Run 1, routing congestion map:
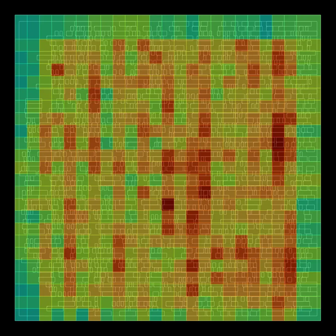
Run 1, placement by cell class:
The bar under the picture is 50 um long.
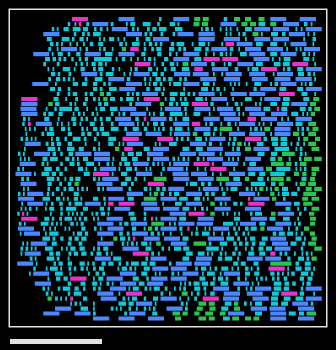
Run 1, clock network drawn from the DEF:
The bar under the picture is 50 um long.
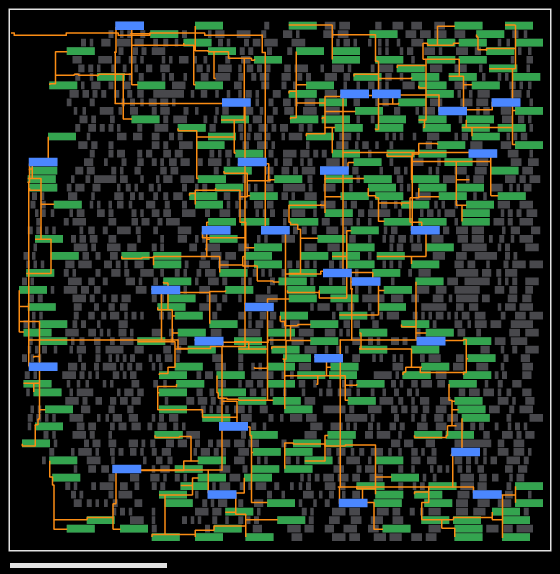
Run 1, where the registers sit:
The bar under the picture is 50 um long.
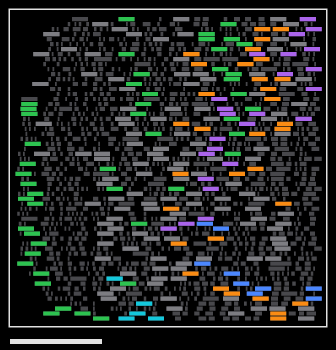
File: config.mk
export PLATFORM = sky130hd
export DESIGN_NAME = fpmul_mmio
export DESIGN_NICKNAME = d
export VERILOG_FILES = /design/src/rtl/fpmul_pkg.sv /design/src/rtl/fp_mul_core.sv /design/src/rtl/fpmul_mmio.sv
export SDC_FILE = /design/constraint.sdc
export NUM_CORES = 1
export LEC_CHECK = 0
export CAP_MARGIN = 20
export CELL_PAD_IN_SITES_DETAIL_PLACEMENT = 1
export CELL_PAD_IN_SITES_GLOBAL_PLACEMENT = 1
export CORE_MARGIN = 2
export CORE_UTILIZATION = 47
export CTS_CLUSTER_SIZE = 20
export DETAILED_ROUTE_END_ITERATION = 10
export PLACE_DENSITY_LB_ADDON = 0.1
export SKIP_LAST_GASP = 1
export SLEW_MARGIN = 20
export SYNTH_ARGS = -nofsm -noshare
export SYNTH_HDL_FRONTEND = slang
export SYNTH_SLANG_ARGS = --single-unit
File: constraint.sdc
create_clock -name clk -period 3.3 [get_ports clk]
set_input_delay 0.99 -clock clk [delete_from_list [all_inputs] [get_ports clk]]
set_output_delay 0.99 -clock clk [all_outputs]
set_load 0.01 [all_outputs]
File: src/rtl/fpmul_pkg.sv
// Shared constants, register map and FSM encoding for the memory-mapped binary32 multiplier.
package fpmul_pkg;

  localparam logic [1:0] OFF_OPA  = 2'd0;
  localparam logic [1:0] OFF_OPB  = 2'd1;
  localparam logic [1:0] OFF_CTRL = 2'd2;
  localparam logic [1:0] OFF_RES  = 2'd3;

  localparam int unsigned STAT_DONE = 0;
  localparam int unsigned STAT_BUSY = 1;
  localparam int unsigned STAT_OVF  = 2;
  localparam int unsigned STAT_UNF  = 3;

  localparam int unsigned BIAS    = 127;
  localparam int unsigned EXP_MAX = 255;
  localparam int unsigned MANT_W  = 23;
  localparam int unsigned EXP_W   = 8;

  localparam logic [31:0] POS_INF = 32'h7F80_0000;

  typedef enum logic [1:0] {
    StIdle,
    StMul,
    StNorm
  } state_e;

  // Signed zero or signed infinity.
  function automatic logic [31:0] pack_special(input logic sign, input logic inf);
    return inf ? (POS_INF | {sign, 31'b0}) : {sign, 31'b0};
  endfunction

endpackage

File: src/rtl/fp_mul_core.sv
// Iterative binary32 multiplier: 24-step shift-add mantissa product, then normalize and pack.
module fp_mul_core
  import fpmul_pkg::*;
(
  input  logic        clk,
  input  logic        rst_n,
  input  logic        i_start,
  input  logic [31:0] i_a,
  input  logic [31:0] i_b,
  output logic        o_busy,
  output logic        o_done,
  output logic [31:0] o_result,
  output logic        o_ovf,
  output logic        o_unf
);

  state_e      r_state, w_state_d;
  logic [4:0]  r_count, w_count_d;
  logic [47:0] r_acc, w_acc_d;
  logic [47:0] r_mcand, w_mcand_d;
  logic [23:0] r_mplier, w_mplier_d;
  logic        r_sign, w_sign_d;
  logic [9:0]  r_esum, w_esum_d;
  logic        r_zero, w_zero_d;
  logic        r_inf, w_inf_d;

  logic [7:0]  w_ea, w_eb;
  logic [9:0]  w_exp;
  logic [22:0] w_mant;

  assign w_ea = i_a[MANT_W +: EXP_W];
  assign w_eb = i_b[MANT_W +: EXP_W];

  always_ff @(posedge clk or negedge rst_n) begin
    if (!rst_n) begin
      r_state  <= StIdle;
      r_count  <= '0;
      r_acc    <= '0;
      r_mcand  <= '0;
      r_mplier <= '0;
      r_sign   <= 1'b0;
      r_esum   <= '0;
      r_zero   <= 1'b0;
      r_inf    <= 1'b0;
    end else begin
      r_state  <= w_state_d;
      r_count  <= w_count_d;
      r_acc    <= w_acc_d;
      r_mcand  <= w_mcand_d;
      r_mplier <= w_mplier_d;
      r_sign   <= w_sign_d;
      r_esum   <= w_esum_d;
      r_zero   <= w_zero_d;
      r_inf    <= w_inf_d;
    end
  end

  always_comb begin
    w_state_d  = r_state;
    w_count_d  = r_count;
    w_acc_d    = r_acc;
    w_mcand_d  = r_mcand;
    w_mplier_d = r_mplier;
    w_sign_d   = r_sign;
    w_esum_d   = r_esum;
    w_zero_d   = r_zero;
    w_inf_d    = r_inf;
    unique case (r_state)
      StIdle: begin
        if (i_start) begin
          w_state_d  = StMul;
          w_count_d  = '0;
          w_acc_d    = '0;
          w_mcand_d  = {24'b0, 1'b1, i_a[MANT_W-1:0]};
          w_mplier_d = {1'b1, i_b[MANT_W-1:0]};
          w_sign_d   = i_a[31] ^ i_b[31];
          w_esum_d   = {2'b0, w_ea} + {2'b0, w_eb};
          w_zero_d   = (w_ea == 8'd0) || (w_eb == 8'd0);
          w_inf_d    = (w_ea == 8'(EXP_MAX)) || (w_eb == 8'(EXP_MAX));
        end
      end
      StMul: begin
        if (r_mplier[0]) w_acc_d = r_acc + r_mcand;
        w_mcand_d  = r_mcand << 1;
        w_mplier_d = r_mplier >> 1;
        w_count_d  = r_count + 5'd1;
        if (r_count == 5'd23) w_state_d = StNorm;
      end
      StNorm:  w_state_d = StIdle;
      default: w_state_d = StIdle;
    endcase
  end

  assign o_busy = (r_state != StIdle);
  assign o_done = (r_state == StNorm);

  // Product of two [1,2) mantissas lies in [1,4); bit 47 set means one extra exponent step.
  always_comb begin
    w_exp    = r_esum - 10'(BIAS) + {9'b0, r_acc[47]};
    w_mant   = r_acc[47] ? r_acc[46:24] : r_acc[45:23];
    o_ovf    = 1'b0;
    o_unf    = 1'b0;
    o_result = {r_sign, w_exp[7:0], w_mant};
    if (r_zero) begin
      o_result = pack_special(r_sign, 1'b0);
    end else if (r_inf) begin
      o_result = pack_special(r_sign, 1'b1);
      o_ovf    = 1'b1;
    end else if ($signed(w_exp) >= $signed(10'(EXP_MAX))) begin
      o_result = pack_special(r_sign, 1'b1);
      o_ovf    = 1'b1;
    end else if ($signed(w_exp) <= $signed(10'd0)) begin
      o_result = pack_special(r_sign, 1'b0);
      o_unf    = 1'b1;
    end
  end

endmodule

File: src/rtl/fpmul_mmio.sv
// Bus-facing register file for the iterative multiplier: operand/result registers and status.
module fpmul_mmio
  import fpmul_pkg::*;
(
  input  logic        clk,
  input  logic        rst_n,
  input  logic        we,
  input  logic [1:0]  a,
  input  logic [31:0] wd,
  output logic [31:0] rd
);

  logic [31:0] r_opa, r_opb, r_result;
  logic        r_done, r_ovf, r_unf;

  logic        w_busy, w_core_done, w_core_ovf, w_core_unf, w_go;
  logic [31:0] w_core_result;

  // Operand writes and go are locked out for the whole multiply.
  assign w_go = we && (a == OFF_CTRL) && wd[0] && !w_busy;

  fp_mul_core u_core (
    .clk      (clk),
    .rst_n    (rst_n),
    .i_start  (w_go),
    .i_a      (r_opa),
    .i_b      (r_opb),
    .o_busy   (w_busy),
    .o_done   (w_core_done),
    .o_result (w_core_result),
    .o_ovf    (w_core_ovf),
    .o_unf    (w_core_unf)
  );

  always_ff @(posedge clk or negedge rst_n) begin
    if (!rst_n) begin
      r_opa    <= '0;
      r_opb    <= '0;
      r_result <= '0;
      r_done   <= 1'b0;
      r_ovf    <= 1'b0;
      r_unf    <= 1'b0;
    end else begin
      if (we && !w_busy && (a == OFF_OPA)) r_opa <= wd;
      if (we && !w_busy && (a == OFF_OPB)) r_opb <= wd;
      if (w_go) begin
        r_done <= 1'b0;
        r_ovf  <= 1'b0;
        r_unf  <= 1'b0;
      end else if (w_core_done) begin
        r_result <= w_core_result;
        r_done   <= 1'b1;
        r_ovf    <= w_core_ovf;
        r_unf    <= w_core_unf;
      end
    end
  end

  always_comb begin
    rd = '0;
    unique case (a)
      OFF_OPA: rd = r_opa;
      OFF_OPB: rd = r_opb;
      OFF_CTRL: begin
        rd[STAT_DONE] = r_done;
        rd[STAT_BUSY] = w_busy;
        rd[STAT_OVF]  = r_ovf;
        rd[STAT_UNF]  = r_unf;
      end
      OFF_RES: rd = r_result;
      default: rd = '0;
    endcase
  end

endmodule

==> impl.org, run 1 <==
#+TITLE: Synthesis and PnR summary

** Critical path
- For this design, the slowest cell found on the critical path is sky130_fd_sc_hd__clkdlybuf4s50_1.
- The arrival time of data at the worst endpoint is listed as 2.27 ns.
- Cells along the critical path :: dlygate4sd2_1, buf_6, buf_8, o21ai_0, clkdlybuf4s50_1

** Logic synthesis
- Area fraction in mux cells :: 0.0993
- Main synth FF type :: sky130_fd_sc_hd__dfrtp_1
- Arithmetic-cell share of the synthesized area counting full adders, half adders and majority gates :: 0.0575
- Syn Nets :: 1549
- Synth logic family :: AND-OR/OR-AND gates

** Finish
- Multi-input logic portion of the cell area :: 0.450
- Top cells excl fill/tap :: sky130_fd_sc_hd__nand2_1 (304), sky130_fd_sc_hd__dfrtp_1 (238), sky130_fd_sc_hd__o21ai_0 (158), sky130_fd_sc_hd__nor2_1 (84), sky130_fd_sc_hd__a21oi_1 (71)
- The finished layout reports a core utilization of 0.557.
- According to the cell report, the number of logic gates is 1105.

** Floorplan
- Area of the placeable core :: 27900 um^2
- The die covers 29700 um^2.
- From bottom edge to top edge, the die measures 172 um.

** Timing
- Worst relative slew slack :: 0.469
- Final worst slack :: 0.0362 ns
- Pins over their slew limit :: 0

** Pwr
- Summed over the clock group, the power is 2.82 mW.

** GRT
- Global routing finished with a remaining overflow of 0.

** Routing
- For this run, design rule violations remaining after detail routing come to 0.

** Status
- Run status :: completed

** Placed design
- Port buffer count :: 68
About 'routing congestion map':
global-route track usage on met2: 0.459
met1 Resource Use GR: 0.394

About 'placement by cell class':
Cyan shows all other logic, cells 1131, share of their area 47%. Green shows other buffers and delay cells, cells 109, share of their area 7.8%. Magenta shows clock drivers and dummy loads, cells 46, share of their area 5.5%. Blue shows flip-flops, cells 238, share of their area 40%.

About 'clock network drawn from the DEF':
Orange shows clock wires, length 3180 um. Blue shows cells driving clock nets, count 27. Green shows flip-flops, count 238.
Position of the flops: widely spread.

About 'where the registers sit':
Orange shows `r_opa`, flops 32. Blue shows `u_core.r_esum`, flops 9. Green shows `u_core.r_mcand`, flops 48, where widely spread. Purple shows `u_core.r_mplier`, flops 24. Cyan shows `u_core.r_count`, flops 5, where bottom centre.

Run 1, gate families picked out:
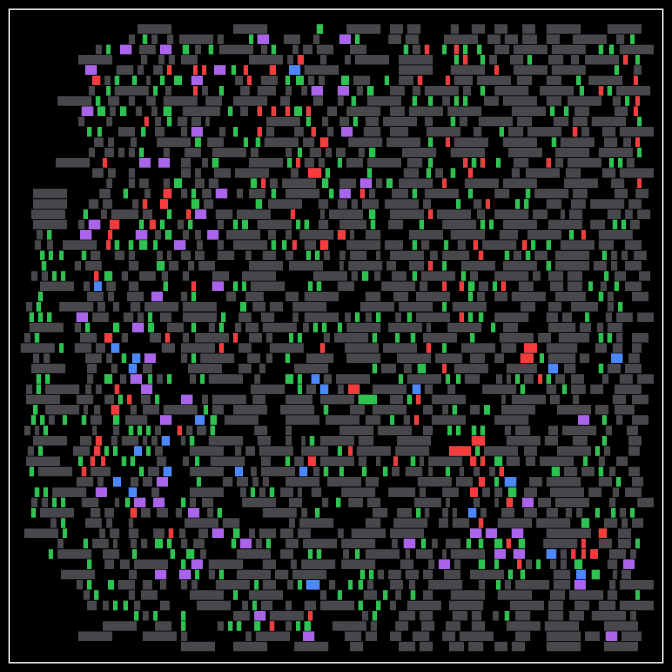

==> run 2, diff against run 1 <==
--- a/config.mk
+++ b/config.mk
@@ -12,7 +12,9 @@
 export CORE_UTILIZATION = 47
 export CTS_CLUSTER_SIZE = 20
 export DETAILED_ROUTE_END_ITERATION = 10
-export PLACE_DENSITY_LB_ADDON = 0.1
+export GPL_ROUTABILITY_DRIVEN = 0
+export PLACE_DENSITY = 0.9
+export REMOVE_ABC_BUFFERS = 1
 export SKIP_LAST_GASP = 1
 export SLEW_MARGIN = 20
 export SYNTH_ARGS = -nofsm -noshare
Run 2, gate families picked out:
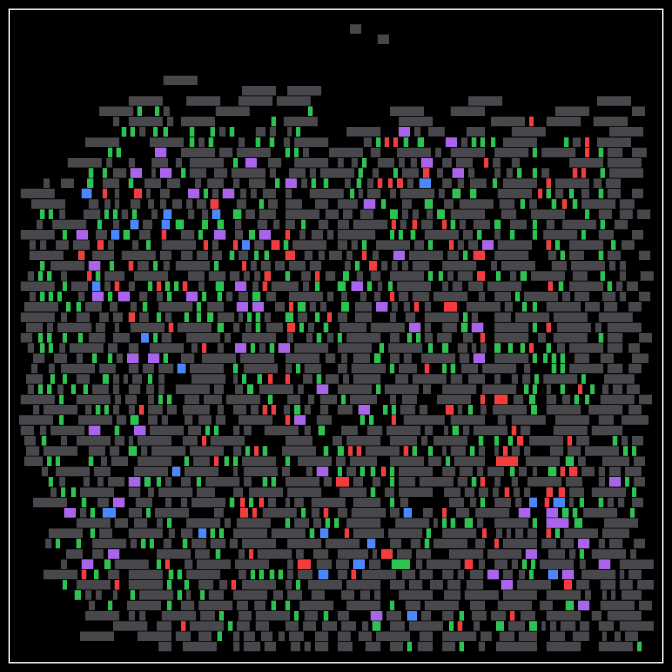
Red shows NOR gates, cells 112, most used nor2_1. Green shows NAND gates, cells 356, most used nand2_1. Blue shows AND and OR gates, cells 23, most used and3_1. Purple shows XOR/XNOR gates, cells 56, most used xnor2_1.

==> impl.org, run 2 <==
#+TITLE: Synthesis and PnR summary

** Timing
- Worst relative slew slack :: 0.247 (-0.222)
- The final max-slew violation count is 0 (unchanged).
- Final worst slack :: 0.0105 ns (-0.0257 ns)

** Critical path
- Among all stages on the critical path, the largest delay is contributed by sky130_fd_sc_hd__dfrtp_1.
- Per STA, the worst path is made up of inv_1, ha_1, inv_1, ha_1, nand3_1, nor2_1, xor2_2, o22ai_1, a31oi_1, nor2_1, nor3_4, nand2_1, buf_4, o21ai_0.
- Endpoint arrival time on the critical path :: 3.73 ns (+1.46 ns)

** Placed design
- Port buffer count :: 68 (unchanged)

** Logic synthesis
- The most used flip-flop cell after synthesis is sky130_fd_sc_hd__dfrtp_1.
- Share of synthesized cell area in and-or and or-and compound cells :: 0.172
- The fraction of synthesized area in multiplexers came to 0.0993 (unchanged).
- After synthesis, the largest family of logic cells by area is AND-OR/OR-AND gates.
- And+or+nand+nor area frac :: 0.156

** Finish
- Util after Layout :: 0.558 (+0.00117)
- The multi-input gate share of the layout cell area is 0.452 (+0.00171).
- Top cell category :: combinational gates
- The count of multi-input gates is 1105 (unchanged).
- Top cells excl fill/tap :: sky130_fd_sc_hd__nand2_1 (305), sky130_fd_sc_hd__dfrtp_1 (238), sky130_fd_sc_hd__o21ai_0 (158), sky130_fd_sc_hd__nor2_1 (84), sky130_fd_sc_hd__a21oi_1 (70)

** GRT
- First-pass GRT wire length :: 77.2 mm
- Met1 Resource Use GR :: 0.405 (+0.0116)
- The met2 capacity usage during global routing is 0.592 (+0.133).

** Floorplan
- The floorplan die height was 172 um (unchanged).

** Pwr
- The total clock network power came to 2.98 mW (+6%).

** CTS
- Number of buffers created by CTS :: 27

** Status
- Run status :: completed
Run 2, placement by cell class:
The bar under the picture is 50 um long.
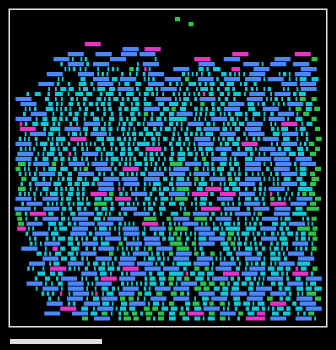
Blue shows flip-flops, cells 238, share of their area 40%. Cyan shows all other logic, cells 1131, share of their area 47%. Magenta shows clock drivers and dummy loads, cells 43, share of their area 5.5%. Green shows other buffers and delay cells, cells 115, share of their area 7.7%.

Run 2, where the registers sit:
The bar under the picture is 50 um long.
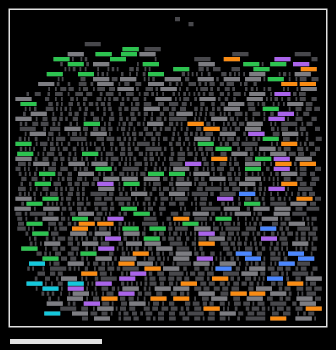

==> run 3, diff against run 2 <==
--- a/config.mk
+++ b/config.mk
@@ -5,6 +5,7 @@
 export SDC_FILE = /design/constraint.sdc
 export NUM_CORES = 1
 export LEC_CHECK = 0
+export ABC_CLOCK_PERIOD_IN_PS = 3300
 export CAP_MARGIN = 20
 export CELL_PAD_IN_SITES_DETAIL_PLACEMENT = 1
 export CELL_PAD_IN_SITES_GLOBAL_PLACEMENT = 1
@@ -13,7 +14,7 @@
 export CTS_CLUSTER_SIZE = 20
 export DETAILED_ROUTE_END_ITERATION = 10
 export GPL_ROUTABILITY_DRIVEN = 0
-export PLACE_DENSITY = 0.9
+export PLACE_DENSITY = 0.82
 export REMOVE_ABC_BUFFERS = 1
 export SKIP_LAST_GASP = 1
 export SLEW_MARGIN = 20
Run 3, where the registers sit:
The bar under the picture is 50 um long.
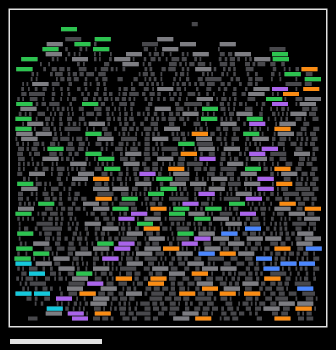
Cyan shows `u_core.r_count`, flops 5, where lower left. Purple shows `u_core.r_mplier`, flops 24. Orange shows `r_opa`, flops 32. Blue shows `u_core.r_esum`, flops 9, where lower right. Green shows `u_core.r_mcand`, flops 48.
Another 120 sequential cells are not coloured.

Run 3, gate families picked out:
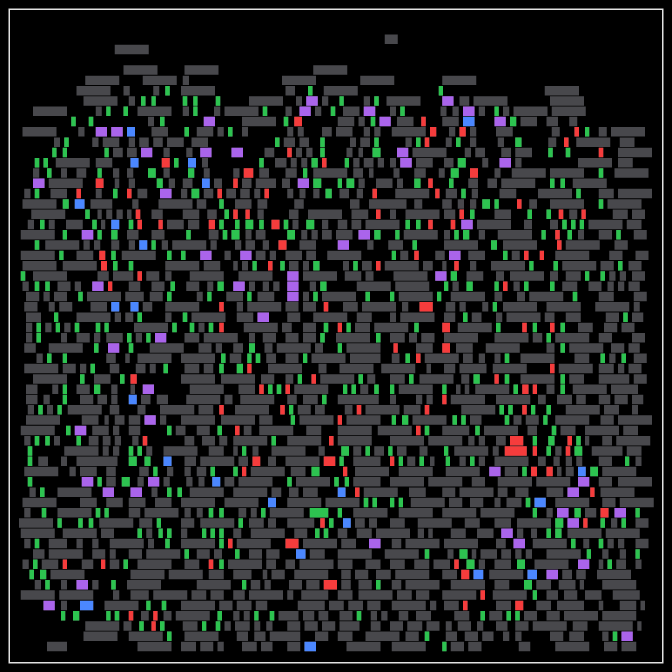
Purple shows XOR/XNOR gates, cells 56, most used xnor2_1, where widely spread. Blue shows AND and OR gates, cells 23, most used and3_1, where widely spread. Green shows NAND gates, cells 356, most used nand2_1, where widely spread. Red shows NOR gates, cells 112, most used nor2_1.

==> impl.org, run 3 <==
#+TITLE: Synthesis and PnR summary

** Finish
- Top cells excl fill/tap :: sky130_fd_sc_hd__nand2_1 (304), sky130_fd_sc_hd__dfrtp_1 (238), sky130_fd_sc_hd__o21ai_0 (158), sky130_fd_sc_hd__nor2_1 (84), sky130_fd_sc_hd__a21oi_1 (70)
- Multi-input gates :: 1105 (unchanged)
- The most common logic cell in the final layout is sky130_fd_sc_hd__nand2_1.

** Pwr
- Clock group power :: 3.08 mW (+3%)

** Critical path
- Endpoint arrival time on the critical path :: 2.23 ns (-1.50 ns)
- Type of destination of the critical path :: primary output
- Buffers and inverters on the worst path :: 3
- Worst-path cell with the longest stage delay :: sky130_fd_sc_hd__mux4_2
- For reference, the critical path cell chain is dlygate4sd2_1, buf_12, mux4_2, clkdlybuf4s15_1.

** Logic synthesis
- And+or+nand+nor area frac :: 0.156 (unchanged)
- The cell-mix breakdown from Yosys lists the XOR/XNOR area share as 0.0369.
- Share of synthesized cell area in and-or and or-and compound cells :: 0.172 (unchanged)
- The commonest cells after synthesis are sky130_fd_sc_hd__nand2_1 (305), sky130_fd_sc_hd__dfrtp_1 (238), sky130_fd_sc_hd__o21ai_0 (159).
- Post-synth tally of flip-flops with integrated enable :: 0
- Area fraction in mux cells :: 0.0993 (unchanged)

** GRT
- The global-route wire length before repair is 68.0 mm (-12%).
- The met2 capacity usage during global routing came to 0.512 (-0.0807).
- Met1 Resource Use GR :: 0.378 (-0.0267)

** Placed design
- The number of I/O port buffers is 68 (unchanged).

** Routing
- For this sky-water flow run, the detailed-routed wirelength per cell is reported as 22.1 um.

** Timing
- The final max-slew violation count came to 0 (unchanged).
- The worst slew slack as a fraction of its limit is 0.426 (+0.179).
- Final worst slack :: 0.0821 ns (+0.0716 ns)
- Max Freq :: 0.311 GHz

** CTS
- The CTS buffer count was 27 (unchanged).

** Status
- The flow ran to the end, and the final reports show no timing, DRC or antenna violations.

** Floorplan
- The floorplan die height came to 172 um (unchanged).
No activity file was given, so power comes from the tool's default toggle rates.
